==> config.mk <==
export PLATFORM = sky130hd
export DESIGN_NAME = oam_dma_flat
export DESIGN_NICKNAME = d
export VERILOG_FILES = /design/src/rtl/nes_bus_pkg.sv /design/src/rtl/oam_dma_if.sv /design/src/rtl/oam_dma.sv /design/src/flat_wrapper.sv
export SDC_FILE = /design/constraint.sdc
export NUM_CORES = 1
export LEC_CHECK = 0
export CAP_MARGIN = 20
export CORE_MARGIN = 2
export CORE_UTILIZATION = 34
export CTS_BUF_LIST = sky130_fd_sc_hd__clkbuf_8
export CTS_CLUSTER_DIAMETER = 120
export DETAILED_ROUTE_END_ITERATION = 10
export GPL_TIMING_DRIVEN = 1
export SYNTH_ARGS = -nofsm -noshare
export SYNTH_HDL_FRONTEND = slang
export SYNTH_SLANG_ARGS = --single-unit
export TNS_END_PERCENT = 100
==> constraint.sdc <==
create_clock -name cpu_clk -period 2 [get_ports cpu_clk]
set_input_delay 0.5 -clock cpu_clk [delete_from_list [all_inputs] [get_ports cpu_clk]]
set_output_delay 0.5 -clock cpu_clk [all_outputs]
set_load 0.02 [all_outputs]
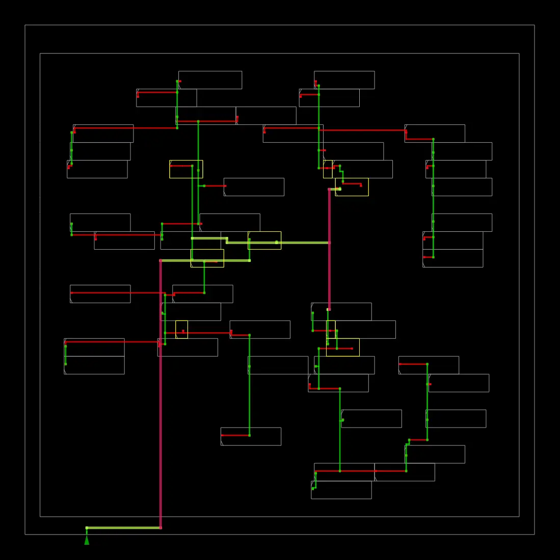
Figure 1: run 1, clock nets.
Insertion Delay late pin: 0.28 ns
cts bufs inserted: 5
Clock Skew: 0.00423 ns
Clock net power: 508 uW

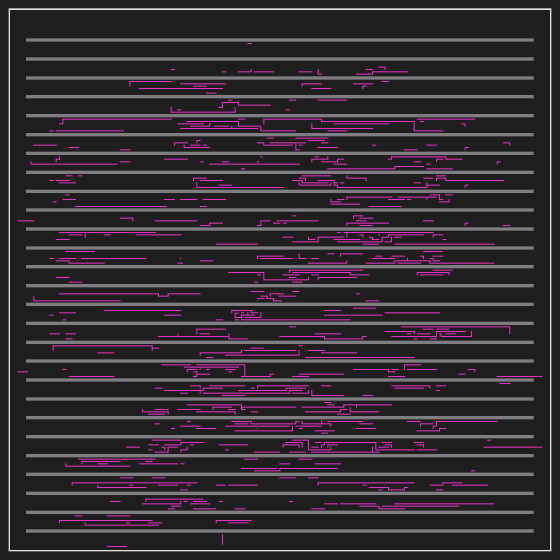
Figure 2: run 1, M1 wires.
Supply wires on this layer in gray.
main direction: horizontal
longest straight run: 17.9 microns
wire length on this layer: 1,660 microns
met1 Track Usage GR: 0.181
Post-Route WL: 3.84 mm
Vias: 1,379

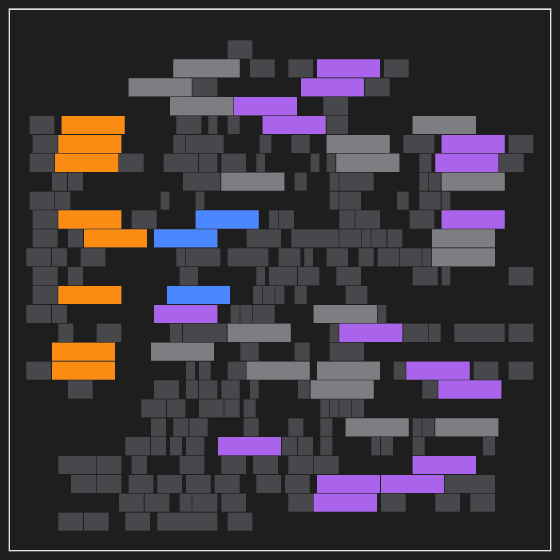
Figure 3: run 1, register map, names as in the netlist.
Other sequential cells in the stronger gray, the rest of the logic in the fainter gray.
[blue] u_core.state | flops: 3
[orange] u_core.bus.dma_dout | flops: 8
[purple] u_core.bus.dma_addr | flops: 16
not colored: 18
final design utilization: 0.520
sequential-cell power consumption: 909 uW
footprint of the flip-flops and latches: 1130 sq um

==> ci_impl_report.md, run 1 <==
## PnR job results

| Metric | Value |
|---|---|
| Yosys Instances | `154` |
| Post-synth ARST share | `1.00` |
| Adder-cell share of the synthesized area | `0.00676` |
| Final worst path period share | `0.946` |
| Cell type of the slowest stage on the worst timing path | `clkdlybuf4s50_1` |
| Biggest fanout along the worst timing path | `1` |
| Max-cap viol count | `0` |
| Critical Path Stages | `1` |
| Clock tree buffer depth | `2` |
| Distinct cell type count after synthesis | `37` |
| Portion of the post-synthesis area used by sequential elements | `0.609` |
| TritonCTS clock tree | `built` |
| Critical Path AT | `about 1.4 ns` |
| Compound Share, Synth | `0.0595` |
| Aggregate global routing overflow | `0` |
| Antenna diode count | `0` |
| Final weighted congestion of routability-driven global placement | `0.794` |
| Maximum level of the CTS H-tree | `2` |
| Initial DRT Pass Iterations | `4` |
| Total leakage power | `0.00122 uW` |
| Mapped cell area | `1850 sq um` |
| Tightest slew margin relative to the limit | `0.648` |
| GRT Overall Usage | `0.141` |
| Crit path capture type | `output pin` |
| Floorplan Nets | `roughly 190` |
| Slew of the pin with the lowest slew margin | `0.528 ns` |
| Flip-flops with a built-in enable | `0` |
| Chip footprint | `a little over 6000 sq um` |
| Residual DRC | `0` |
| Most frequently placed logic cells in the final layout | `clkdlybuf4s50_1, dfrtp_1, nand2_1, nor2_1` |
| Number of flip-flops under the largest register name | `16` |
| Via count of the first global-routing pass | `1,462` |
| Setup Crit Path Kind | `reg -> out` |
| Commonest flop | `dfrtp_1` |
| Reg clk slew, reported paths | `0.08 ns` |
| Maximum number of pins on one net before global-route repair | `24` |
| Startpoint Class | `register` |
| Clock Sink Count | `45` |
| Setup fix buffers added after clock tree synthesis | `0` |
| Status | `finished clean` |
| Count of placed standard cells including taps | `289` |
| Initial detailed-routing violation count | `33` |
| Number of cells traversed by the worst register-to-register path | `5` |
| Cell Chain, Critical Path | `clkdlybuf4s50_1` |
| Final net count | `between 200 and 300` |
| Cells after Synth | `154` |
| Register-to-register setup slack | `0.40 ns` |
| Worst min-delay path class | `in -> async` |
| Ratio of cells with drive above 1 in the final layout | `0.154` |
[run 1: stage by stage]
step / hold WS [ns] / TNS, ns / util / instance area, sq um / setup WS (ns)
floorplan: 0.204 / 0 / - / 1850 / 0.347
global placement: 0.492 / -1.19 / 0.505 / 2610 / -0.104
detailed placement: 0.499 / -1.90 / 0.505 / 2610 / -0.133
CTS: 0.199 / 0 / 0.520 / 2690 / 0.0918
global route: 0.222 / 0 / 0.520 / 2690 / 0.0578
finish: 0.186 / 0 / 0.520 / 2690 / 0.108
[run 1: metal layers]
metal	routed length (microns)	share of wire
met1	1660	0.43
met3	177	0.046
met4	80	0.021
met2	1930	0.50
met5	0	0
[run 1: cells in the mapped netlist (all sizes together) (2+ instances only)]
| cell type | number | share of area |
|---|---|---|
| nor4b | 2 | 0.021 |
| nand3 | 5 | 0.023 |
| a21oi | 8 | 0.022 |
| dfrtp | 44 | 0.59 |
| nand2 | 11 | 0.022 |
| buf | 6 | 0.020 |
| inv | 5 | 0.010 |
| xnor2 | 4 | 0.019 |
| nor2 | 11 | 0.024 |
| nand4 | 9 | 0.030 |
| and3 | 2 | 0.0068 |
| o21ai | 10 | 0.029 |
| and2 | 9 | 0.030 |
| nor3 | 10 | 0.044 |
| xor2 | 3 | 0.014 |
| mux2 | 3 | 0.022 |
[run 1: power by group]
part           switching, uW  leakage, uW  total, uW  internal, uW
sequential            0.0948     0.000626        909           909
combinational           30.8     0.000548       96.7          65.9
clock                    273    0.0000505        508           235
[run 1: final cells by class]
type                    count  area, sq um
fillers                   461         2480
flip-flops and latches     45         1130
repair buffers             72          713
multi-input cells          97          663
well taps                  70         87.6
clock buffers               5         68.8
inverters                   5         18.8
clock inverters             3         12.5
==> run 2, diff against run 1 <==
- ABC_CLOCK_PERIOD_IN_PS: unset -> 2000
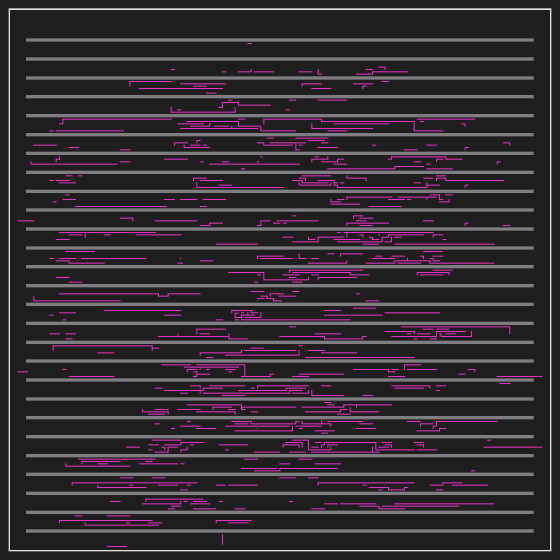
Figure 4: run 2, M1 wires.
Supply wires on this layer in gray.
wire length on this layer: 1,660 microns
main direction: horizontal

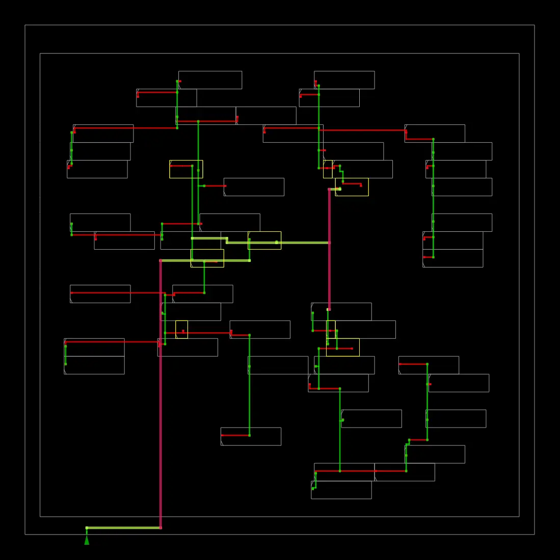
Figure 5: run 2, clock nets.
flop count: 45
Clock Buffer Count: 5
Clock Sink Count: 45

==> run 2 against run 1 <==
Net effect:
- hold slack did not move
- worst setup slack did not move
- core utilization did not move
- design area did not move
- flip-flop count did not move
==> ci_impl_report.md, run 2 <==
## PnR job results

| Metric | Value |
|---|---|
| TritonCTS clock tree | `built` |
| Synth top area share | `0.595 (unchanged)` |
| Critical Path Stages | `1 (unchanged)` |
| Crit path capture type | `output pin` |
| Area used by multi-input combinational logic | `663 sq um (unchanged)` |
| Distinct cell type count after synthesis | `37 (unchanged)` |
| Final net count | `263 (unchanged)` |
| Count of placed standard cells including taps | `289 (unchanged)` |
| Maximum number of pins on one net before global-route repair | `24 (unchanged)` |
| Commonest flop | `dfrtp_1` |
| Maximum level of the CTS H-tree | `2 (unchanged)` |
| Tightest slew margin relative to the limit | `0.648 (unchanged)` |
| Flip-flops with a built-in enable | `0 (unchanged)` |
| Chip footprint | `6050 sq um (unchanged)` |
| Setup Crit Path Kind | `reg -> out` |
| Fill cell total of the finished layout | `461 (unchanged)` |
| Cell area after placement | `2610 sq um (unchanged)` |
| Highest Signal Layer | `met4` |
| Setup fix buffers added after clock tree synthesis | `0 (unchanged)` |
| Vias | `1,379 (unchanged)` |
| Leading post-synthesis cells by cell area | `dfrtp_1, and2_1, nand4_1, o21ai_0, nand2_1` |
| Final worst path period share | `0.946 (unchanged)` |
| Met1 wire length | `1.66 mm (unchanged)` |
| Reg clk slew, reported paths | `0.08 ns (about the same)` |
| Mapped cell area | `1850 sq um (unchanged)` |
| Design Area, Final | `2690 sq um (unchanged)` |
| Top cell types by occurrence after synthesis | `dfrtp_1, nand2_1, nor2_1` |
| Initial DRT Pass Iterations | `4 (unchanged)` |
| Portion of the post-synthesis area used by sequential elements | `0.609 (unchanged)` |
| Slew of the pin with the lowest slew margin | `0.528 ns (unchanged)` |
| Initial detailed-routing violation count | `33 (unchanged)` |
| Cells after Synth | `154 (unchanged)` |
| Startpoint Class | `register` |
| Status | `finished clean` |
| Residual DRC | `0 (unchanged)` |
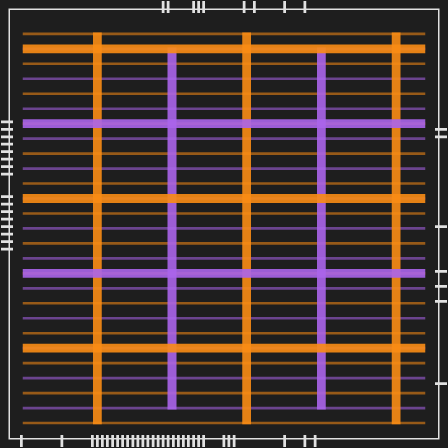
Figure 6: run 2, PDN straps and rails.
Pins as bars on the die edge.
[orange] VSS
[purple] VDD
met1 rails: 27
signal pins: 63
rows: 26
width of the die: 77.8 microns
Die Ht: 77.8 microns
area of the core: 5170 sq um

## run 2: kinds of logic (layout without fill, tap and decap cells)
kind of cell             count (synthesis)  in the layout  synth area share
AND/OR/NAND/NOR                         65             65             0.231
flip-flops                              45             45             0.609
AND-OR/OR-AND                           20             20            0.0595
buffers and inverters                   12             85            0.0325
XOR/XNOR                                 7              7            0.0331
multiplexers                             4              4            0.0277
adder cells (fa/ha/maj)                  1              1           0.00676
## run 2: cell type report
| class | count | area share |
|---|---|---|
| well taps | 70 | 0.0325 |
| clock inverters | 3 | 0.00465 |
| flip-flops and latches | 45 | 0.419 |
| multi-input cells | 97 | 0.246 |
| inverters | 5 | 0.00697 |
| repair buffers | 72 | 0.265 |
| clock buffers | 5 | 0.0256 |
## run 2: per-layer routing
layer	GRT usage	vias up
li1	-	667
met1	0.181	672
met2	0.225	33
met3	0.0314	7
met5	0	-
met4	0.0661	0
## run 2: worst reg2reg max path, cell delays in order (launching register included)
cell and delay (ns):
dfrtp_1 0.40, ha_1 0.25, nand4b_1 0.14, o21ai_2 0.36
buf_4 0.26, a21oi_1 0.07
## run 2: where the power goes
part           switching (uW)  total [uW]  internal (uW)  leakage [uW]
Clock                     273         508            235     0.0000505
Sequential             0.0948         909            909      0.000626
Combinational            30.8        96.7           65.9      0.000548
Total                     304        1510           1210       0.00122
## run 2: per-stage QoR
stage               setup WS, ns  hold WS, ns  total power, uW
finish                     0.108        0.186             1510
global route              0.0578        0.222             1590
CTS                       0.0918        0.199             1540
detailed placement        -0.133        0.499             1030
global placement          -0.104        0.492             1020
floorplan                  0.347        0.204              934
Power figures rest on the tool's default switching activity, not on a simulated workload.
